===== config.mk =====
export PLATFORM = sky130hd
export DESIGN_NAME = if_stage
export DESIGN_NICKNAME = d
export VERILOG_FILES = /design/src/rtl/pipeline_pkg.sv /design/src/rtl/if_id_reg.sv /design/src/rtl/if_stage.sv
export SDC_FILE = /design/constraint.sdc
export NUM_CORES = 1
export LEC_CHECK = 0
export ABC_CLOCK_PERIOD_IN_PS = 6600
export CAP_MARGIN = 20
export CORE_MARGIN = 2
export CORE_UTILIZATION = 46
export CTS_CLUSTER_DIAMETER = 150
export DETAILED_ROUTE_END_ITERATION = 10
export GPL_TIMING_DRIVEN = 0
export PLACE_DENSITY = 0.79
export SYNTH_ARGS = -nofsm -noshare
export SYNTH_HDL_FRONTEND = slang
export SYNTH_SLANG_ARGS = --single-unit

===== constraint.sdc =====
create_clock -name clk -period 6.6 [get_ports clk]
set_input_delay 1.32 -clock clk [delete_from_list [all_inputs] [get_ports clk]]
set_output_delay 1.32 -clock clk [all_outputs]
set_load 0.02 [all_outputs]

===== src/rtl/pipeline_pkg.sv =====
// Shared pipeline constants and the IF/ID register layout used by if_stage and id_stage.
package pipeline_pkg;

  localparam int unsigned XLEN = 32;
  localparam logic [31:0] NOP_INSTR = 32'h0000_0013;
  localparam logic [XLEN-1:0] RESET_PC = 32'h0000_0000;

  typedef struct packed {
    logic            valid;
    logic [31:0]     instr;
    logic [XLEN-1:0] pc;
    logic [XLEN-1:0] pc_plus4;
  } if_id_t;

endpackage


===== src/rtl/if_id_reg.sv =====
// IF/ID pipeline register: bubble beats load, otherwise hold.
import pipeline_pkg::*;

module if_id_reg #(
  parameter logic [31:0] NOP = pipeline_pkg::NOP_INSTR
) (
  input  logic   clk,
  input  logic   rst,
  input  logic   load,
  input  logic   bubble,
  input  if_id_t d,
  output if_id_t q
);

  always_ff @(posedge clk or posedge rst) begin
    if (rst) begin
      q.valid    <= 1'b0;
      q.instr    <= NOP;
      q.pc       <= '0;
      q.pc_plus4 <= '0;
    end else if (bubble) begin
      // pc fields keep their old values so trace output stays stable across bubbles
      q.valid <= 1'b0;
      q.instr <= NOP;
    end else if (load) begin
      q <= d;
    end
  end

endmodule


===== src/rtl/if_stage.sv =====
// Instruction-fetch stage: PC register, next-PC selection, fetch counter and
// sticky misalignment flag; feeds the IF/ID register.
import pipeline_pkg::*;

module if_stage #(
  parameter int unsigned          XLEN        = pipeline_pkg::XLEN,
  parameter logic [XLEN-1:0]      RESET_PC    = pipeline_pkg::RESET_PC,
  parameter int unsigned          IMEM_ADDR_W = 10,
  parameter logic [31:0]          NOP_INSTR   = pipeline_pkg::NOP_INSTR
) (
  input  logic                   clk,
  input  logic                   rst,
  output logic [IMEM_ADDR_W-1:0] imem_addr,
  input  logic [31:0]            imem_rdata,
  input  logic                   stall,
  input  logic                   flush,
  input  logic                   redirect_valid,
  input  logic [XLEN-1:0]        redirect_pc,
  output logic                   if_id_valid,
  output logic [31:0]            if_id_instr,
  output logic [XLEN-1:0]        if_id_pc,
  output logic [XLEN-1:0]        if_id_pc_plus4,
  output logic [XLEN-1:0]        pc_out,
  output logic [31:0]            fetch_count,
  output logic                   misalign_err
);

  logic [XLEN-1:0] pc_q;
  logic [XLEN-1:0] pc_plus4;
  logic            load;
  logic            bubble;
  if_id_t          if_id_d;
  if_id_t          if_id_q;

  // Flow control: there is no ready; stall is the only back-pressure and
  // freezes everything. if_id_valid marks a real instruction, and it only
  // rises on an edge with no redirect, no flush and no stall.
  assign pc_plus4  = pc_q + XLEN'(4);
  assign imem_addr = pc_q[IMEM_ADDR_W+1:2];
  assign bubble    = redirect_valid | flush;
  assign load      = ~redirect_valid & ~flush & ~stall;

  always_ff @(posedge clk or posedge rst) begin
    if (rst) begin
      pc_q         <= RESET_PC;
      fetch_count  <= '0;
      misalign_err <= 1'b0;
    end else if (redirect_valid) begin
      pc_q <= {redirect_pc[XLEN-1:2], 2'b00};
      if (redirect_pc[1:0] != 2'b00) misalign_err <= 1'b1;
    end else if (flush) begin
      if (!stall) pc_q <= pc_plus4;
    end else if (!stall) begin
      pc_q        <= pc_plus4;
      fetch_count <= fetch_count + 32'd1;
    end
  end

  always_comb begin
    if_id_d          = '0;
    if_id_d.valid    = 1'b1;
    if_id_d.instr    = imem_rdata;
    if_id_d.pc       = pc_q;
    if_id_d.pc_plus4 = pc_plus4;
  end

  if_id_reg #(.NOP(NOP_INSTR)) u_if_id_reg (
    .clk    (clk),
    .rst    (rst),
    .load   (load),
    .bubble (bubble),
    .d      (if_id_d),
    .q      (if_id_q)
  );

  assign if_id_valid    = if_id_q.valid;
  assign if_id_instr    = if_id_q.instr;
  assign if_id_pc       = if_id_q.pc;
  assign if_id_pc_plus4 = if_id_q.pc_plus4;
  assign pc_out         = pc_q;

endmodule


Fig. 1: run 1, metal 1
Drawn at 4 px/µm. Supply wires on this layer in grey.
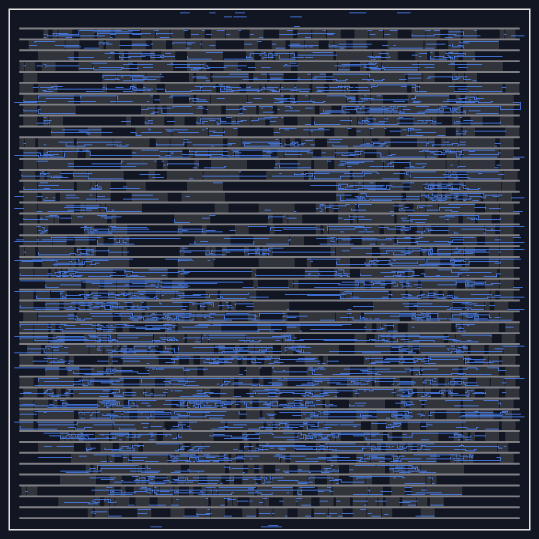
share of all routed wire: 43%
main direction: horizontal
count of vias placed by the detailed router: 6166
met1 track demand over resource: 0.329
wire length reported by the detailed router: 20100 µm

Fig. 2: run 1, signal wires on met2
Drawn at 4 px/µm.
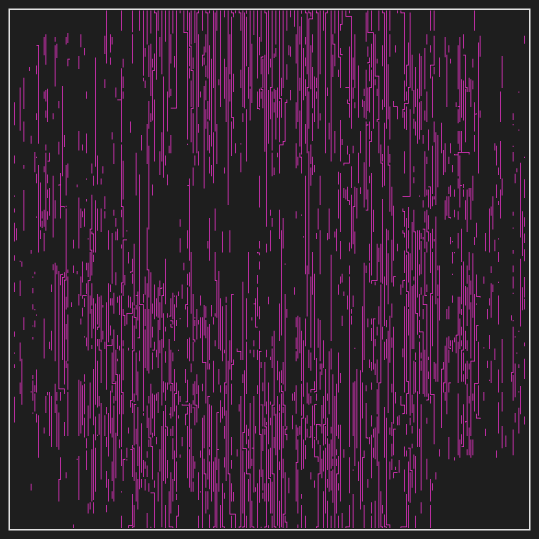
share of all routed wire: 49%
nets with wire on the layer: 914
wire length on this layer: 9880 µm
longest straight run: 53.4 µm
global-route track usage on met2: 0.391

Fig. 3: run 1, signal wires on met3
Drawn at 4 px/µm.
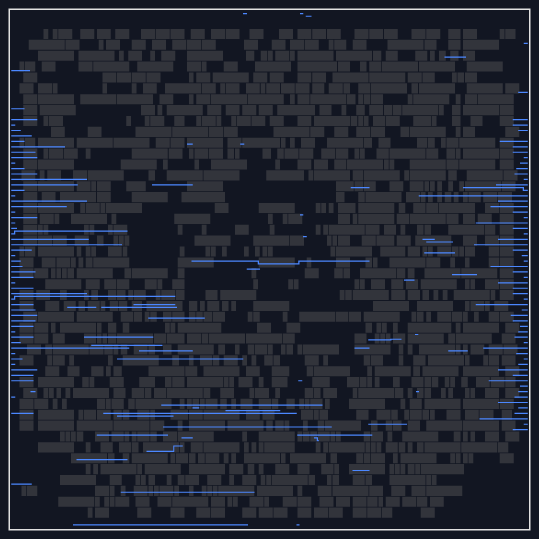
share of all routed wire: 6.1%
nets with wire on the layer: 140
met3 usage in global routing: 0.0488

Fig. 4: run 1, M4 wires
Drawn at 3 px/µm. Supply wires on this layer in grey.
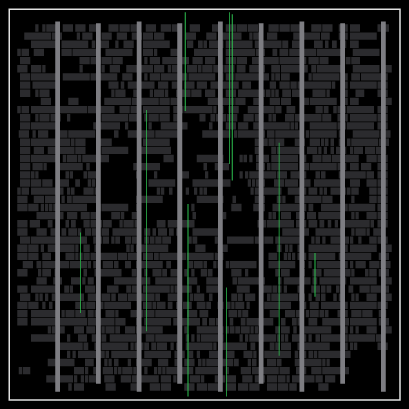
main direction: vertical
share of all routed wire: 2.1%
longest straight run: 73.4 µm
wire length on this layer: 423 µm
nets with wire on the layer: 8

==> flow report, run 1 <==
SETUP PATH
-----------------------------------------------------------------------------------------------
Data arrival time of the critical path                                                  3.72 ns
Number of cells on the worst reg-to-reg path                                                  7
Data required time at the worst endpoint                                                6.89 ns
Start-to-end type of the worst setup path                                          input pin to flip-flop
Slowest CP cell                                                                           buf_1
Maximum fanout along the worst path                                                          10
End of the worst register-to-register path                                           pc_out[31]
Largest stage delay on the critical path                                                0.63 ns

CLOCKING
-----------------------------------------------------------------------------------------------
Count of hold buffers inserted by post-cts repair                                             0
Cell chosen for the clock root                                                        clkbuf_16
H-tree depth reported by CTS                                                                  4
TritonCTS clock tree                                                                      built
Clock input transition at the sequential cells of the worst setup and hold paths        0.06 ns
Number of resized instances in the post-cts repair step                                       0
Clock net sink count                                                                        156
Clock Path Buffers                                                                            2
Total setup buffers inserted after CTS                                                        0

FLOW RUN
-----------------------------------------------------------------------------------------------
Count of tool warnings                                                                       26

PLACEMENT
-----------------------------------------------------------------------------------------------
Cell Area, Placed                                                                   0.00993 mm²
Number of buffers inserted by port buffering                                                234
Pre-CTS setup slack                                                                     2.73 ns
Final weighted congestion of routability-driven global placement                          0.825

SYNTHESIS
-----------------------------------------------------------------------------------------------
Number of instances in the synthesized netlist                                              745
Yosys cell types                                                                             42
Number of warning messages in the yosys log                                                   0
Most instantiated cells after synthesis                                            188 x nand2_1, 153 x dfrtp_1, 56 x nor2_1
Synthesis-stage register bit count                                                          156
Share of the synthesized area in the top cell type                                        0.526
Cell area after synthesis                                                           0.00727 mm²
Yosys chip area                                                                     0.00727 mm²
Sequential element share of the synthesized area                                          0.537
Predominant post-synthesis flop cell                                                    dfrtp_1
Count of library flops with an enable pin                                                     0

LAYOUT
-----------------------------------------------------------------------------------------------
Leading cell category by total area                                                   registers
Area share of buffers outside the clock network                                           0.257
Sequential cells                                                                            156
Sequential share of cell area                                                             0.370
Nets                                                                                       1075
Number of inserted filler cells in the final layout                                        1214
Diodes inserted                                                                               0
Design Area, Final                                                                   0.0105 mm²
Leading cell type in the layout, fill and taps excluded                            clkdlybuf4s50_1

STA
-----------------------------------------------------------------------------------------------
Max-slew violations                                                                           0
Crit share post-route                                                                     0.519
Worst clock skew                                                                     0.00847 ns
Slew Limit Headroom                                                                       0.399
RSZ-0062 raised after global routing                                                         no
Period minus WS final                                                                   3.43 ns
Tightest Pin Transition                                                                0.894 ns
Final hold violations                                                                         0
Worst hold slack                                                                       0.470 ns

POWER
-----------------------------------------------------------------------------------------------
Power consumed by the clock network                                                     1.03 mW
Leading power group                                                                sequential cells
Cell leakage power                                                                      4.56 nW
Power per cell area                                                                  268 mW/mm²
Post-layout total power                                                                 2.82 mW
Switch share                                                                              0.288

FLOORPLANNING
-----------------------------------------------------------------------------------------------
FP Core Util                                                                              0.475
Area of the core                                                                     0.0153 mm²
Number of well taps                                                                         211
DIE AREA                                                                             0.0168 mm²

GLOBAL ROUTING
-----------------------------------------------------------------------------------------------
Maximum number of pins on one net before global-route repair                                 94
Number of global-route vias before repair                                                  5964
Global route hottest layer                                                                 met2
Overall Global Routing Usage                                                              0.243
Antenna violations before repair                                                              0

ROUTING
-----------------------------------------------------------------------------------------------
DRT iter0 DRCs                                                                              448
Routed met3 length                                                                      1230 µm
Length of routed met2 wiring                                                            9880 µm
Uppermost layer routed                                                                     met4

MIN PATH
-----------------------------------------------------------------------------------------------
Classification of the worst-slack hold path                                        flip-flop to flip-flop
Launch point of the worst hold path                                                u_if_id_reg.q[62]

RUN STATUS
-----------------------------------------------------------------------------------------------
Result of the run                                                                  complete, no violations

==> run 1: flip-flops by register name, summed over array words and instances, names as in the netlist <==
signal and count:
u_if_id_reg.q 93, pc_out 30, fetch_count 32, misalign_err 1
==> run 1: cells by family (layout without fill, tap and decap cells) <==
logic type / after synthesis / after routing / synth area share
DFF: 156 / 156 / 0.537
buffers and inverters: 70 / 337 / 0.0489
xor gates and xnor gates: 88 / 88 / 0.106
muxes: 33 / 33 / 0.0454
and+or+nand+nor: 333 / 333 / 0.215
AOI/OAI and AO/OA: 62 / 62 / 0.0437
other: 1 / 6 / 0.000516
adders and majority gates: 2 / 2 / 0.00344
==> run 1: tightest hold or removal path, delay by kind of cell, from the launching register on <==
kind,cells,cell delay (ns)
DFF,1,0.34
and+or+nand+nor,2,0.10
Fig. 5: run 1, track usage over the die
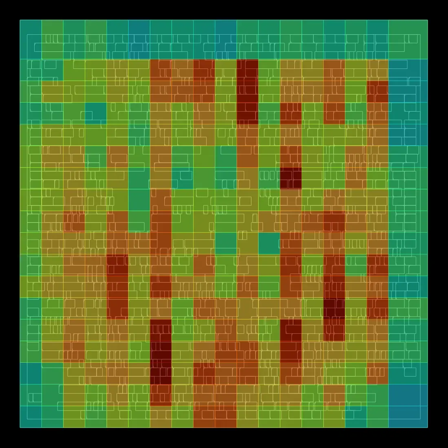

==> run 2: changes to the inputs <==
ABC_CLOCK_PERIOD_IN_PS = 3270   (was 6600)
clock period = 3.27 ns   (was 6.6 ns; I/O delays follow)
Fig. 6: run 2, track usage over the die
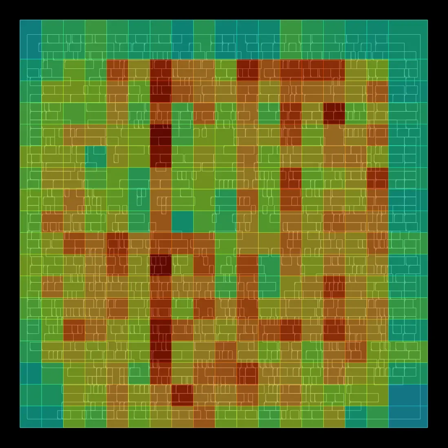
met1 track demand over resource: 0.328
global-route track usage on met2: 0.406
fin util: 0.690
Overall Global Routing Usage: 0.247

==> run 2 against run 1 <==
  * Register-to-register slack got worse by 3.3 ns
  * Utilization increased by 0.098 points
  * Clock power increased by 98%
  * Sequential cell count unchanged
==> flow report, run 2 <==
STA
-----------------------------------------------------------------------------------------------
Max-slew violations                                                                           0   unchanged
Final hold violations                                                                         0   unchanged
Slew Limit Headroom                                                                       0.434   was 0.399
Worst clock skew                                                                     0.00641 ns   was 0.00847 ns
Period minus WS final                                                                   2.83 ns
Worst hold slack                                                                       0.470 ns   about the same

FLOORPLANNING
-----------------------------------------------------------------------------------------------
Area of the core                                                                     0.0153 mm²   unchanged
FP Core Util                                                                              0.475   unchanged
Number of well taps                                                                         211   unchanged

CLOCKING
-----------------------------------------------------------------------------------------------
Clock Path Buffers                                                                            2   unchanged
H-tree depth reported by CTS                                                                  4   unchanged
Count of hold buffers inserted by post-cts repair                                             0   unchanged
Cell chosen for the clock root                                                        clkbuf_16   unchanged
Total setup buffers inserted after CTS                                                        0   unchanged
Clock input transition at the sequential cells of the worst setup and hold paths        0.06 ns   about the same
TritonCTS clock tree                                                                      built   unchanged

MIN PATH
-----------------------------------------------------------------------------------------------
Classification of the worst-slack hold path                                        flip-flop to flip-flop   unchanged
Launch point of the worst hold path                                                misalign_err   was u_if_id_reg.q[62]

POWER
-----------------------------------------------------------------------------------------------
Cell leakage power                                                                      4.57 nW   was 4.56 nW
Power per cell area                                                                  537 mW/mm²   was 268 mW/mm²
Post-layout total power                                                                 5.67 mW   was 2.82 mW

ROUTING
-----------------------------------------------------------------------------------------------
Length of routed met2 wiring                                                            9870 µm   was 9880 µm
Count of vias placed by the detailed router                                                6156   was 6166
Wire length reported by the detailed router                                            20000 µm   was 20100 µm
DRT iter0 DRCs                                                                              340   was 448
Routed met3 length                                                                      1070 µm   was 1230 µm

GLOBAL ROUTING
-----------------------------------------------------------------------------------------------
Global route hottest layer                                                                 met2   unchanged
Met3 usage in global routing                                                             0.0529   was 0.0488
Maximum number of pins on one net before global-route repair                                 43   was 94
Antenna violations before repair                                                              0   unchanged

SYNTHESIS
-----------------------------------------------------------------------------------------------
Share of the synthesized area in the top cell type                                        0.526   unchanged
Synthesis-stage register bit count                                                          156   unchanged
Number of warning messages in the yosys log                                                   0   unchanged
Count of library flops with an enable pin                                                     0   unchanged
Predominant post-synthesis flop cell                                                    dfrtp_1   unchanged
Yosys cell types                                                                             42   unchanged
Number of instances in the synthesized netlist                                              745   unchanged
Sequential element share of the synthesized area                                          0.537   unchanged
Yosys chip area                                                                     0.00727 mm²   unchanged

LAYOUT
-----------------------------------------------------------------------------------------------
Leading cell type in the layout, fill and taps excluded                            clkdlybuf4s50_1   unchanged
Design Area, Final                                                                   0.0106 mm²   was 0.0105 mm²
Nets                                                                                       1077   was 1075
Leading cell category by total area                                                   registers   unchanged
Register with the highest flop count                                               u_if_id_reg.q   unchanged
Diodes inserted                                                                               0   unchanged
Area share of buffers outside the clock network                                           0.260   was 0.257

PLACEMENT
-----------------------------------------------------------------------------------------------
Pre-CTS setup slack                                                                   0.0416 ns   was 2.73 ns
Final weighted congestion of routability-driven global placement                          0.800   was 0.825
Cell Area, Placed                                                                   0.00996 mm²   was 0.00993 mm²
Number of buffers inserted by port buffering                                                234   unchanged

SETUP PATH
-----------------------------------------------------------------------------------------------
Data arrival time of the critical path                                                  3.13 ns   was 3.72 ns
Number of cells on the worst reg-to-reg path                                                  7   unchanged
Start-to-end type of the worst setup path                                          input pin to flip-flop   unchanged
End of the worst register-to-register path                                           pc_out[31]   unchanged

RUN STATUS
-----------------------------------------------------------------------------------------------
Result of the run                                                                  complete, no violations   unchanged

==> run 2: cell counts after synthesis <==
Identical to the previous run, type by type.
==> run 2: logic make-up (layout without fill, tap and decap cells) <==
| family | Yosys count | in the layout | share of synthesized area |
|---|---|---|---|
| adders and majority gates | 2 | 2 | 0.00344 |
| DFF | 156 | 156 | 0.537 |
| and+or+nand+nor | 333 | 333 | 0.215 |
| buffers and inverters | 70 | 336 | 0.0489 |
| xor gates and xnor gates | 88 | 88 | 0.106 |
| AOI/OAI and AO/OA | 62 | 62 | 0.0437 |
| muxes | 33 | 33 | 0.0454 |
| other | 1 | 6 | 0.000516 |
==> run 2: report_power, final <==
part	internal, mW	switching [mW]	leakage [nW]
clock	1.26	0.774	0.292
combinational	0.629	0.702	2.26
sequential	2.14	0.165	2.01
==> run 3: changes to the inputs <==
HOLD_SLACK_MARGIN = 0.06   (was not set)
Fig. 7: run 3, M4 wires
Drawn at 3 px/µm. Supply wires on this layer in grey.
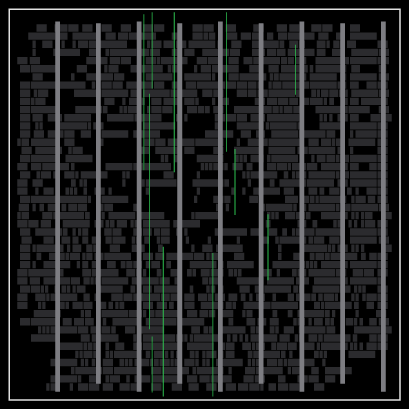
longest straight run: 78.2 µm
nets with wire on the layer: 9
main direction: vertical
share of all routed wire: 2.1%
wire length reported by the detailed router: 20000 µm
count of vias placed by the detailed router: 6156

==> run 3 against run 2 <==
  * Sequential power hardly changed
  * Utilization stayed put
  * Sequential cell count did not move
  * Via count did not move
  * Wire length unchanged
  * Power did not move
  * Die size did not move
  * Sequential share of layout area stayed put
  * Worst setup slack unchanged
==> flow report, run 3 <==
CLOCKING
-----------------------------------------------------------------------------------------------------
H-tree depth reported by CTS                                                                        4   unchanged
TritonCTS clock tree                                                                            built   unchanged
Count of hold buffers inserted by post-cts repair                                                   0   unchanged
Number of resized instances in the post-cts repair step                                             0   unchanged
Clock Path Buffers                                                                                  2   unchanged
Cell chosen for the clock root                                                              clkbuf_16   unchanged
Total setup buffers inserted after CTS                                                              0   unchanged

PLACEMENT
-----------------------------------------------------------------------------------------------------
Cell Area, Placed                                                                         0.00996 mm²   unchanged
Number of buffers inserted by port buffering                                                      234   unchanged
Final weighted congestion of routability-driven global placement                                0.800   unchanged
Pre-CTS setup slack                                                                         0.0416 ns   unchanged

STA
-----------------------------------------------------------------------------------------------------
Slew Limit Headroom                                                                             0.434   unchanged
Tightest Pin Transition                                                                      0.842 ns   unchanged
Period minus WS final                                                                         2.83 ns   unchanged
Crit share post-route                                                                           0.866   unchanged
Worst clock skew                                                                           0.00641 ns   unchanged
Final hold violations                                                                               0   unchanged
Worst hold slack                                                                             0.470 ns   unchanged
Max-slew violations                                                                                 0   unchanged

SETUP PATH
-----------------------------------------------------------------------------------------------------
Maximum fanout along the worst path                                                                10   unchanged
Slowest CP cell                                                                                 buf_1   unchanged
Start-to-end type of the worst setup path                                                input pin to flip-flop   unchanged
Data arrival time of the critical path                                                        3.13 ns   about the same
Largest stage delay on the critical path                                                      0.68 ns   about the same
Data required time at the worst endpoint                                                      3.57 ns   about the same
End of the worst register-to-register path                                                 pc_out[31]   unchanged

SYNTHESIS
-----------------------------------------------------------------------------------------------------
Post-synthesis share of cell area spent on xor and xnor gates                                   0.106   unchanged
Area fraction in mux cells                                                                     0.0454   unchanged
Count of library flops with an enable pin                                                           0   unchanged
Predominant post-synthesis flop cell                                                          dfrtp_1   unchanged
Synthesis-stage register bit count                                                                156   unchanged
Area fraction in compound gates after synthesis                                                0.0437   unchanged
Sequential element share of the synthesized area                                                0.537   unchanged
Dominant non-sequential cell family after synthesis                                      simple AND/OR/NAND/NOR gates   unchanged
Post-synthesis share of cell area spent on full adders, half adders and majority gates        0.00344   unchanged
Cell area after synthesis                                                                 0.00727 mm²   unchanged
Yosys cell types                                                                                   42   unchanged
Number of instances in the synthesized netlist                                                    745   unchanged
Most instantiated cells after synthesis                                                  188 x nand2_1, 153 x dfrtp_1, 56 x nor2_1   unchanged
Yosys chip area                                                                           0.00727 mm²   unchanged
Share of the synthesized area in the top cell type                                              0.526   unchanged

FLOW RUN
-----------------------------------------------------------------------------------------------------
Count of tool warnings                                                                             26   unchanged

GLOBAL ROUTING
-----------------------------------------------------------------------------------------------------
Number of global-route vias before repair                                                        6039   unchanged
Maximum number of pins on one net before global-route repair                                       43   unchanged
Antenna violations before repair                                                                    0   unchanged
Met3 usage in global routing                                                                   0.0529   unchanged
Global-route track usage on met2                                                                0.406   unchanged
Global route hottest layer                                                                       met2   unchanged

LAYOUT
-----------------------------------------------------------------------------------------------------
Sequential share of cell area                                                                   0.370   unchanged
Number of inserted filler cells in the final layout                                              1217   unchanged
Leading cell type in the layout, fill and taps excluded                                  clkdlybuf4s50_1   unchanged
Sequential cells                                                                                  156   unchanged
Area share of buffers outside the clock network                                                 0.260   unchanged
Fin util                                                                                        0.690   unchanged
Register with the highest flop count                                                     u_if_id_reg.q   unchanged
Nets                                                                                             1077   unchanged
Relative area of clock buffers and inverters in the final design                               0.0570   unchanged
Max FFs per register                                                                               93   unchanged
Design Area, Final                                                                         0.0106 mm²   unchanged
Diodes inserted                                                                                     0   unchanged
Leading cell category by total area                                                         registers   unchanged

FLOORPLANNING
-----------------------------------------------------------------------------------------------------
FP Core Util                                                                                    0.475   unchanged
Area of the core                                                                           0.0153 mm²   unchanged

ROUTING
-----------------------------------------------------------------------------------------------------
Uppermost layer routed                                                                           met4   unchanged
DRT iter0 DRCs                                                                                    340   unchanged
Length of routed met2 wiring                                                                  9870 µm   unchanged
Routed met3 length                                                                            1070 µm   unchanged

POWER
-----------------------------------------------------------------------------------------------------
Power per cell area                                                                        537 mW/mm²   unchanged
Cell leakage power                                                                            4.57 nW   unchanged

RUN STATUS
-----------------------------------------------------------------------------------------------------
Result of the run                                                                        complete, no violations   unchanged

MIN PATH
-----------------------------------------------------------------------------------------------------
Launch point of the worst hold path                                                      misalign_err   unchanged

==> run 3: cell counts in the layout (fill, tap and decap cells not counted) <==
Identical to the previous run, type by type.
==> run 3: where the power goes <==
group / leakage [nW] / total, mW / internal [mW] / switching, mW
registers: 2.01 / 2.30 / 2.14 / 0.165
clock network: 0.292 / 2.04 / 1.26 / 0.774
logic: 2.26 / 1.33 / 0.629 / 0.702
==> run 3: worst max path at each step <==
stage,startpoint,endpoint,slack [ns],depth (start not counted)
after floorplan,rst,fetch_count[0],0.65,1
after global placement,rst,u_if_id_reg.q[51],-0.74,2
after detailed placement,stall,u_if_id_reg.q[69],0.04,6
after CTS,stall,u_if_id_reg.q[69],0.45,6
after global routing,stall,u_if_id_reg.q[93],0.28,6
final,stall,u_if_id_reg.q[95],0.44,6
Power is estimated from default activity; no workload was simulated.
